$ cat config.mk
export PLATFORM = sky130hd
export DESIGN_NAME = regfile_dump
export DESIGN_NICKNAME = d
export VERILOG_FILES = /design/src/rtl/regfile_dump.sv
export SDC_FILE = /design/constraint.sdc
export NUM_CORES = 1
export LEC_CHECK = 0
export CAP_MARGIN = 20
export CORE_MARGIN = 5
export CORE_UTILIZATION = 33
export CTS_CLUSTER_SIZE = 25
export DETAILED_ROUTE_END_ITERATION = 8
export PLACE_DENSITY_LB_ADDON = 0.3
export SLEW_MARGIN = 20
export SYNTH_ARGS = -nofsm -noshare
export SYNTH_HDL_FRONTEND = slang
export SYNTH_SLANG_ARGS = --single-unit
$ cat constraint.sdc
create_clock -name clk -period 4.4 [get_ports clk]
set_input_delay 0.88 -clock clk [delete_from_list [all_inputs] [get_ports clk]]
set_output_delay 0.88 -clock clk [all_outputs]
set_load 0.02 [all_outputs]
$ cat src/rtl/regfile_dump.sv
// regfile_dump: walks every regfile address through one read port and
// streams each word out over valid/ready with index, last flag and XOR checksum.
module regfile_dump #(
    parameter int SIZE   = 32,
    parameter int BITS   = $clog2(SIZE),
    parameter int WORD_W = 32
) (
    input  logic              clk,
    input  logic              reset,
    input  logic              start,
    output logic              busy,
    output logic              done,
    output logic [BITS-1:0]   rf_address,
    input  logic [WORD_W-1:0] rf_data,
    output logic              out_valid,
    input  logic              out_ready,
    output logic [WORD_W-1:0] out_data,
    output logic [BITS-1:0]   out_index,
    output logic              out_last,
    output logic [WORD_W-1:0] checksum
);

    typedef enum logic [2:0] {
        IDLE    = 3'd0,
        FETCH   = 3'd1,
        CAPTURE = 3'd2,
        SEND    = 3'd3,
        DONE    = 3'd4
    } state_t;

    localparam logic [BITS-1:0] LAST_ADDR = BITS'(SIZE - 1);

    state_t state;
    state_t state_nxt;

    logic xfer;

    assign xfer = out_valid && out_ready;

    // State register; reset aborts any dump in flight.
    always_ff @(posedge clk or negedge reset) begin
        if (!reset) begin
            state <= IDLE;
        end else begin
            state <= state_nxt;
        end
    end

    // Next-state: one word costs FETCH, CAPTURE and at least one SEND cycle.
    always_comb begin
        state_nxt = state;
        unique case (state)
            IDLE: begin
                if (start) begin
                    state_nxt = FETCH;
                end
            end
            FETCH: begin
                state_nxt = CAPTURE;
            end
            CAPTURE: begin
                state_nxt = SEND;
            end
            SEND: begin
                if (xfer) begin
                    state_nxt = out_last ? DONE : FETCH;
                end
            end
            DONE: begin
                state_nxt = IDLE;
            end
            default: begin
                state_nxt = IDLE;
            end
        endcase
    end

    // Status outputs decode straight from state, so they clear with reset.
    always_comb begin
        busy = 1'b0;
        done = 1'b0;
        unique case (state)
            IDLE: begin
                busy = 1'b0;
            end
            DONE: begin
                busy = 1'b1;
                done = 1'b1;
            end
            default: begin
                busy = 1'b1;
            end
        endcase
    end

    // Datapath: address walk, word capture, handshake and running checksum.
    always_ff @(posedge clk or negedge reset) begin
        if (!reset) begin
            rf_address <= '0;
            out_valid  <= 1'b0;
            out_data   <= '0;
            out_index  <= '0;
            out_last   <= 1'b0;
            checksum   <= '0;
        end else begin
            unique case (state)
                IDLE: begin
                    if (start) begin
                        rf_address <= '0;
                        checksum   <= '0;
                    end
                end
                CAPTURE: begin
                    out_data  <= rf_data;
                    out_index <= rf_address;
                    out_last  <= (rf_address == LAST_ADDR);
                    out_valid <= 1'b1;
                end
                SEND: begin
                    if (xfer) begin
                        checksum  <= checksum ^ out_data;
                        out_valid <= 1'b0;
                        out_last  <= 1'b0;
                        if (!out_last) begin
                            rf_address <= rf_address + 1'b1;
                        end
                    end
                end
                default: begin
                end
            endcase
        end
    end

endmodule

### Cell sizes after repair, run 1

(2 px per um)
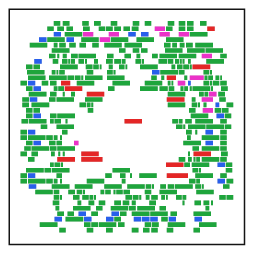
size	color	cells	share	most used
x3 and x4	magenta	13	3.1%	mux2_4
x2	blue	32	7.7%	mux2_2
x6 and larger	red	14	3.4%	clkbuf_16
x1 and smaller	green	357	86%	clkdlybuf4s50_1

### Wiring heat map, run 1

(3 px per um) 23 x 23 tiles, from dark purple (low) to yellow (high), scaled to the fullest tile. Values are wire area over tile area, all layers added.
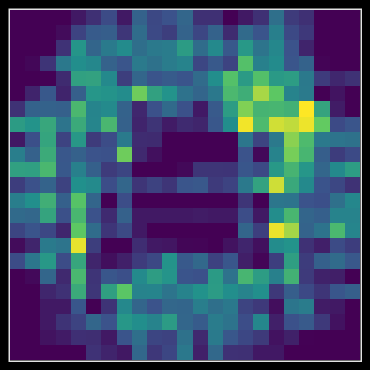
tiles over half the peak	16%
fullest tile	0.37
densest ninth of the die	middle right

### A small window of the routed layout, run 1

Region (33, 57) to (83, 107) um. Cells in gray, sequential cells in the stronger gray; small squares are vias.
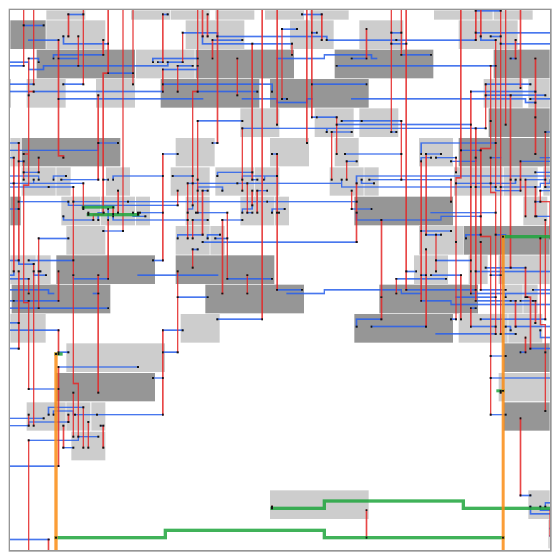
layer	color
M2	red
M3	green
M1	blue
M4	orange
netlist names of flops here include	checksum (7), out_data (4), out_index (3)
cells with their middle in the window	74
sequential cells in the window	18
most frequent	dfrtp_1 (18), clkdlybuf4s50_1 (9)

run 1: power by group through the flow:
stage	clock network [W]	registers (W)	logic, W
floorplan	0	0.00147	0.000574
global placement	0	0.00121	0.00145
detailed placement	0	0.00123	0.00148
CTS	0.000834	0.00122	0.00149
global route	0.000859	0.00127	0.00158
finish	0.000810	0.00121	0.00146
run 1: cells by family after synthesis:
logic type	count (synthesis)	share of synthesized area
and+or+nand+nor	87	0.177
DFF	79	0.525
buffers and inverters	55	0.0674
AOI/OAI and AO/OA	44	0.103
muxes	38	0.122
adders and majority gates	2	0.00664
run 1: worst max-delay path, stage by stage, from the launching register on:
cell	delay [ns]
sky130_fd_sc_hd__dfrtp_1	0.50
sky130_fd_sc_hd__inv_1	0.15
sky130_fd_sc_hd__nor3_1	0.20
sky130_fd_sc_hd__clkdlybuf4s50_1	0.65
==> impl_results.html, run 1 <==
<!-- implementation run metrics -->
<table>
<tr><th>Metric</th><th>Value</th></tr>
<tr><th colspan="2">Critical path</th></tr>
<tr><td>Depth of the worst register-to-register path</td><td>4</td></tr>
<tr><td>Required @ worst endpoint</td><td>3.52 ns</td></tr>
<tr><td>Type of the worst setup path</td><td>register to output port</td></tr>
<tr><th colspan="2">Yosys</th></tr>
<tr><td>Number of enable flip-flop cells</td><td>0</td></tr>
<tr><td>Yosys warning total</td><td>0</td></tr>
<tr><td>Most frequent cell after synthesis</td><td>sky130_fd_sc_hd__dfrtp_1</td></tr>
<tr><td>Net count of the mapped netlist</td><td>343</td></tr>
<tr><td>Commonest cells in the netlist</td><td>sky130_fd_sc_hd__dfrtp_1 (79), sky130_fd_sc_hd__inv_1 (36), sky130_fd_sc_hd__nand2b_1 (34), sky130_fd_sc_hd__o221ai_1 (32), sky130_fd_sc_hd__or4b_1 (32)</td></tr>
<tr><td>Synth Seq Share</td><td>0.525</td></tr>
<tr><td>Area fraction of the dominant cell type after synthesis</td><td>0.525</td></tr>
<tr><td>Syn Std Cell Area</td><td>3770 sq um</td></tr>
<tr><td>Leading post-synthesis cells by cell area</td><td>sky130_fd_sc_hd__dfrtp_1 (52%), sky130_fd_sc_hd__mux2_2 (9.0%), sky130_fd_sc_hd__or4b_1 (8.5%)</td></tr>
<tr><td>Main flop type after synthesis</td><td>sky130_fd_sc_hd__dfrtp_1</td></tr>
<tr><th colspan="2">Drt</th></tr>
<tr><td>Final wirelength</td><td>8730 um</td></tr>
<tr><td>Total iterations of the first detailed-routing run</td><td>4</td></tr>
<tr><th colspan="2">Clock tree</th></tr>
<tr><td>Buffers inserted during post-CTS setup optimization</td><td>0</td></tr>
<tr><td>Total number of H-tree levels</td><td>3</td></tr>
<tr><td>Clock tree from TritonCTS</td><td>yes</td></tr>
<tr><td>Clock net sink count</td><td>79</td></tr>
<tr><td>Cts-stage hold buffer count</td><td>0</td></tr>
<tr><th colspan="2">GRT</th></tr>
<tr><td>Most heavily used metal layer in global routing</td><td>met2</td></tr>
<tr><td>Met1 Track Usage GR</td><td>0.166</td></tr>
<tr><td>Fraction of met3 tracks used by global routing</td><td>0.0396</td></tr>
<tr><td>Global-route congestion overflow total</td><td>0</td></tr>
<tr><th colspan="2">Final timing</th></tr>
<tr><td>Crit path setup slack, layout</td><td>1.69 ns</td></tr>
<tr><td>RSZ-0062 raised after global routing</td><td>false</td></tr>
<tr><td>Final Hold Vio Count</td><td>0</td></tr>
<tr><td>Slew at the pin closest to its max-slew limit</td><td>0.981 ns</td></tr>
<tr><th colspan="2">Floorplan</th></tr>
<tr><td>Core footprint</td><td>11300 sq um</td></tr>
<tr><td>Row count</td><td>39</td></tr>
<tr><td>Die X-Extent</td><td>117 um</td></tr>
<tr><th colspan="2">Power and ir drop</th></tr>
<tr><td>Net switching share of the total power</td><td>0.345</td></tr>
<tr><td>Power density relative to cell area</td><td>658 nW/um^2</td></tr>
<tr><td>Clock network fraction of design power</td><td>0.232</td></tr>
<tr><td>Register share of total power</td><td>0.349</td></tr>
<tr><th colspan="2">Final layout</th></tr>
<tr><td>Regs by FF count</td><td>checksum (32), out_data (32)</td></tr>
<tr><td>Number of filler cells placed in the layout</td><td>1060</td></tr>
<tr><td>Footprint of the multi-input gates</td><td>1540 sq um</td></tr>
<tr><td>Clk_buf instances</td><td>13</td></tr>
<tr><td>Fraction of layout instances using a drive strength above 1</td><td>0.142</td></tr>
<tr><td>Sequential standard cell area</td><td>1980 sq um</td></tr>
<tr><td>Non-clock buffer share of cell area</td><td>0.215</td></tr>
<tr><th colspan="2">Worst hold path</th></tr>
<tr><td>Worst hold endpoint</td><td>out_index[2]$_DFFE_PN0P_</td></tr>
<tr><td>Worst hold path depth</td><td>1</td></tr>
<tr><th colspan="2">Job</th></tr>
<tr><td>Tool warning count</td><td>26</td></tr>
<tr><th colspan="2">Status</th></tr>
<tr><td>Status</td><td>complete, no violations</td></tr>
</table>
==> run 2, diff against run 1 <==
==> constraint.sdc (replaced) <==
create_clock -name clk -period 2.78 [get_ports clk]
set_input_delay 0.556 -clock clk [delete_from_list [all_inputs] [get_ports clk]]
set_output_delay 0.556 -clock clk [all_outputs]
set_load 0.02 [all_outputs]
### Cell sizes after repair, run 2

(2 px per um)
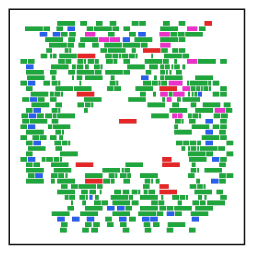
size	color	cells	share	most used
x2	blue	32	7.7%	mux2_2
x3 and x4	magenta	15	3.6%	mux2_4
x1 and smaller	green	357	86%	clkdlybuf4s50_1
x6 and larger	red	12	2.9%	clkbuf_16

==> run 2 against run 1 <==
Compared with the run above:
- worst setup slack worse by 1.2 ns
- final cell count stayed put
- clock skew is 0.0029 ns lower
- synthesized cell count is the same
- clock power up 32%
- first-iteration DRC count decreased by 4.5%
- critical endpoint unchanged
==> impl_results.html, run 2 <==
<!-- implementation run metrics -->
<table>
<tr><th>Metric</th><th>Value</th></tr>
<tr><th colspan="2">Final timing</th></tr>
<tr><td>Crit path setup slack, layout</td><td>0.451 ns (was 1.69 ns)</td></tr>
<tr><td>Slew at the pin closest to its max-slew limit</td><td>0.717 ns (was 0.981 ns)</td></tr>
<tr><td>RSZ-0062 raised after global routing</td><td>false (unchanged)</td></tr>
<tr><td>Final Hold Vio Count</td><td>0 (unchanged)</td></tr>
<tr><th colspan="2">Yosys</th></tr>
<tr><td>Syn Std Cell Area</td><td>3770 sq um (unchanged)</td></tr>
<tr><td>Commonest cells in the netlist</td><td>sky130_fd_sc_hd__dfrtp_1 (79), sky130_fd_sc_hd__inv_1 (36), sky130_fd_sc_hd__nand2b_1 (34), sky130_fd_sc_hd__o221ai_1 (32), sky130_fd_sc_hd__or4b_1 (32) (unchanged)</td></tr>
<tr><td>Main logic family</td><td>simple AND/OR/NAND/NOR gates (unchanged)</td></tr>
<tr><td>Synth Register Bits</td><td>79 (unchanged)</td></tr>
<tr><td>Yosys warning total</td><td>0 (unchanged)</td></tr>
<tr><td>Leading post-synthesis cells by cell area</td><td>sky130_fd_sc_hd__dfrtp_1 (52%), sky130_fd_sc_hd__mux2_2 (9.0%), sky130_fd_sc_hd__or4b_1 (8.5%) (unchanged)</td></tr>
<tr><td>Synth mux share</td><td>0.122 (unchanged)</td></tr>
<tr><td>Xor/xnor cell area share of the yosys netlist</td><td>0 (unchanged)</td></tr>
<tr><td>Adder and majority cell fraction of the synthesized area</td><td>0.00664 (unchanged)</td></tr>
<tr><td>Number of enable flip-flop cells</td><td>0 (unchanged)</td></tr>
<tr><td>Synth Seq Share</td><td>0.525 (unchanged)</td></tr>
<tr><td>Area share of and-or/or-and cells after synthesis</td><td>0.103 (unchanged)</td></tr>
<tr><td>Main flop type after synthesis</td><td>sky130_fd_sc_hd__dfrtp_1 (unchanged)</td></tr>
<tr><td>Fraction of the mapped netlist area in simple logic gates</td><td>0.177 (unchanged)</td></tr>
<tr><td>Most frequent cell after synthesis</td><td>sky130_fd_sc_hd__dfrtp_1 (unchanged)</td></tr>
<tr><td>Net count of the mapped netlist</td><td>343 (unchanged)</td></tr>
<tr><td>Area fraction of the dominant cell type after synthesis</td><td>0.525 (unchanged)</td></tr>
<tr><th colspan="2">Power and ir drop</th></tr>
<tr><td>Group drawing the most power</td><td>combinational cells (unchanged)</td></tr>
<tr><td>Clock group total power</td><td>0.00107 W (was 0.000810 W)</td></tr>
<tr><td>Register share of total power</td><td>0.361 (was 0.349)</td></tr>
<tr><td>Combinational-cell power consumption</td><td>0.00233 W (was 0.00146 W)</td></tr>
<tr><td>Clock network fraction of design power</td><td>0.202 (was 0.232)</td></tr>
<tr><td>Sequential power</td><td>0.00192 W (was 0.00121 W)</td></tr>
<tr><td>Net switching share of the total power</td><td>0.355 (was 0.345)</td></tr>
<tr><td>Power density relative to cell area</td><td>1010 nW/um^2 (was 658 nW/um^2)</td></tr>
<tr><td>Share of power burned in combinational logic</td><td>0.437 (was 0.419)</td></tr>
<tr><th colspan="2">Drt</th></tr>
<tr><td>Met2 WL</td><td>4280 um (was 4300 um)</td></tr>
<tr><td>Final wirelength</td><td>8610 um (was 8730 um)</td></tr>
<tr><td>Detailed router's first-iteration violation count</td><td>128 (was 134)</td></tr>
<tr><td>Total iterations of the first detailed-routing run</td><td>4 (unchanged)</td></tr>
<tr><th colspan="2">Critical path</th></tr>
<tr><td>Cell family with the largest share of critical-path delay</td><td>buffers and inverters (unchanged)</td></tr>
<tr><td>Crit-path cells</td><td>inv_1 -&gt; nor3_1 -&gt; clkdlybuf4s50_1 (unchanged)</td></tr>
<tr><td>Max stage delay cell, worst path</td><td>sky130_fd_sc_hd__clkdlybuf4s50_1 (unchanged)</td></tr>
<tr><td>Critical path's largest stage delay</td><td>0.65 ns (about the same)</td></tr>
<tr><td>Beginning of the worst register-to-register path</td><td>state[1]$_DFFE_PN0P_ (unchanged)</td></tr>
<tr><td>Type of the worst setup path</td><td>register to output port (unchanged)</td></tr>
<tr><td>Required @ worst endpoint</td><td>2.22 ns (was 3.52 ns)</td></tr>
<tr><td>Worst path buffer plus inverter count</td><td>2 (unchanged)</td></tr>
<tr><th colspan="2">Final layout</th></tr>
<tr><td>Non-clock buffer share of cell area</td><td>0.220 (was 0.215)</td></tr>
<tr><td>Fraction of layout instances using a drive strength above 1</td><td>0.142 (unchanged)</td></tr>
<tr><td>Final standard cell utilization of the core</td><td>0.464 (was 0.468)</td></tr>
<tr><td>Inverter count</td><td>36 (unchanged)</td></tr>
<tr><td>Clk_buf instances</td><td>13 (unchanged)</td></tr>
<tr><td>Leading cell types in the layout, fill and taps excluded</td><td>sky130_fd_sc_hd__clkdlybuf4s50_1 (112), sky130_fd_sc_hd__dfrtp_1 (79), sky130_fd_sc_hd__inv_1 (36) (unchanged)</td></tr>
<tr><td>Clk tree area frac</td><td>0.0505 (was 0.0614)</td></tr>
<tr><td>Number of filler cells placed in the layout</td><td>1054 (was 1060)</td></tr>
<tr><td>Regs by FF count</td><td>checksum (32), out_data (32) (unchanged)</td></tr>
<tr><td>Sequential standard cell area</td><td>1980 sq um (unchanged)</td></tr>
<tr><td>Footprint of the multi-input gates</td><td>1540 sq um (unchanged)</td></tr>
<tr><th colspan="2">GRT</th></tr>
<tr><td>Met1 Track Usage GR</td><td>0.162 (was 0.166)</td></tr>
<tr><td>Most heavily used metal layer in global routing</td><td>met2 (unchanged)</td></tr>
<tr><td>First-pass GRT wire length</td><td>14200 um (was 14600 um)</td></tr>
<tr><td>Fraction of met3 tracks used by global routing</td><td>0.0360 (was 0.0396)</td></tr>
<tr><th colspan="2">Clock tree</th></tr>
<tr><td>Total number of H-tree levels</td><td>3 (unchanged)</td></tr>
<tr><td>Buffers inserted during post-CTS setup optimization</td><td>0 (unchanged)</td></tr>
<tr><td>Cts-stage hold buffer count</td><td>0 (unchanged)</td></tr>
<tr><td>Number of clock buffers inserted by TritonCTS</td><td>9 (unchanged)</td></tr>
<tr><td>Clock tree from TritonCTS</td><td>yes (unchanged)</td></tr>
<tr><th colspan="2">Placement</th></tr>
<tr><td>Hpwl dp</td><td>5730 um (was 5780 um)</td></tr>
<tr><th colspan="2">Job</th></tr>
<tr><td>Tool warning count</td><td>26 (unchanged)</td></tr>
<tr><th colspan="2">Status</th></tr>
<tr><td>Status</td><td>complete, no violations (unchanged)</td></tr>
<tr><th colspan="2">Floorplan</th></tr>
<tr><td>Die X-Extent</td><td>117 um (unchanged)</td></tr>
<tr><td>Row count</td><td>39 (unchanged)</td></tr>
<tr><td>Core footprint</td><td>11300 sq um (unchanged)</td></tr>
</table>
==> run 2: cell types whose count changed in the layout (fill, tap and decap cells not counted) <==
cell,change
sky130_fd_sc_hd__bufinv_16,-2
sky130_fd_sc_hd__buf_4,+2
==> run 2: worst max path at each step <==
| stage | from | endpoint | slack [ns] | cells after the start |
|---|---|---|---|---|
| after floorplan | start | rf_address[0]$_DFFE_PN0P_ | 1.15 | 3 |
| after global placement | out_ready | rf_address[2]$_DFFE_PN0P_ | 0.43 | 4 |
| after detailed placement | out_ready | checksum[24]$_DFFE_PN0P_ | 0.40 | 4 |
| after CTS | state[2]$_DFFE_PN0P_ | done | 0.42 | 3 |
| after global routing | state[2]$_DFFE_PN0P_ | done | 0.34 | 3 |
| final | state[2]$_DFFE_PN0P_ | done | 0.45 | 3 |
Power and IR drop assume default switching activity.
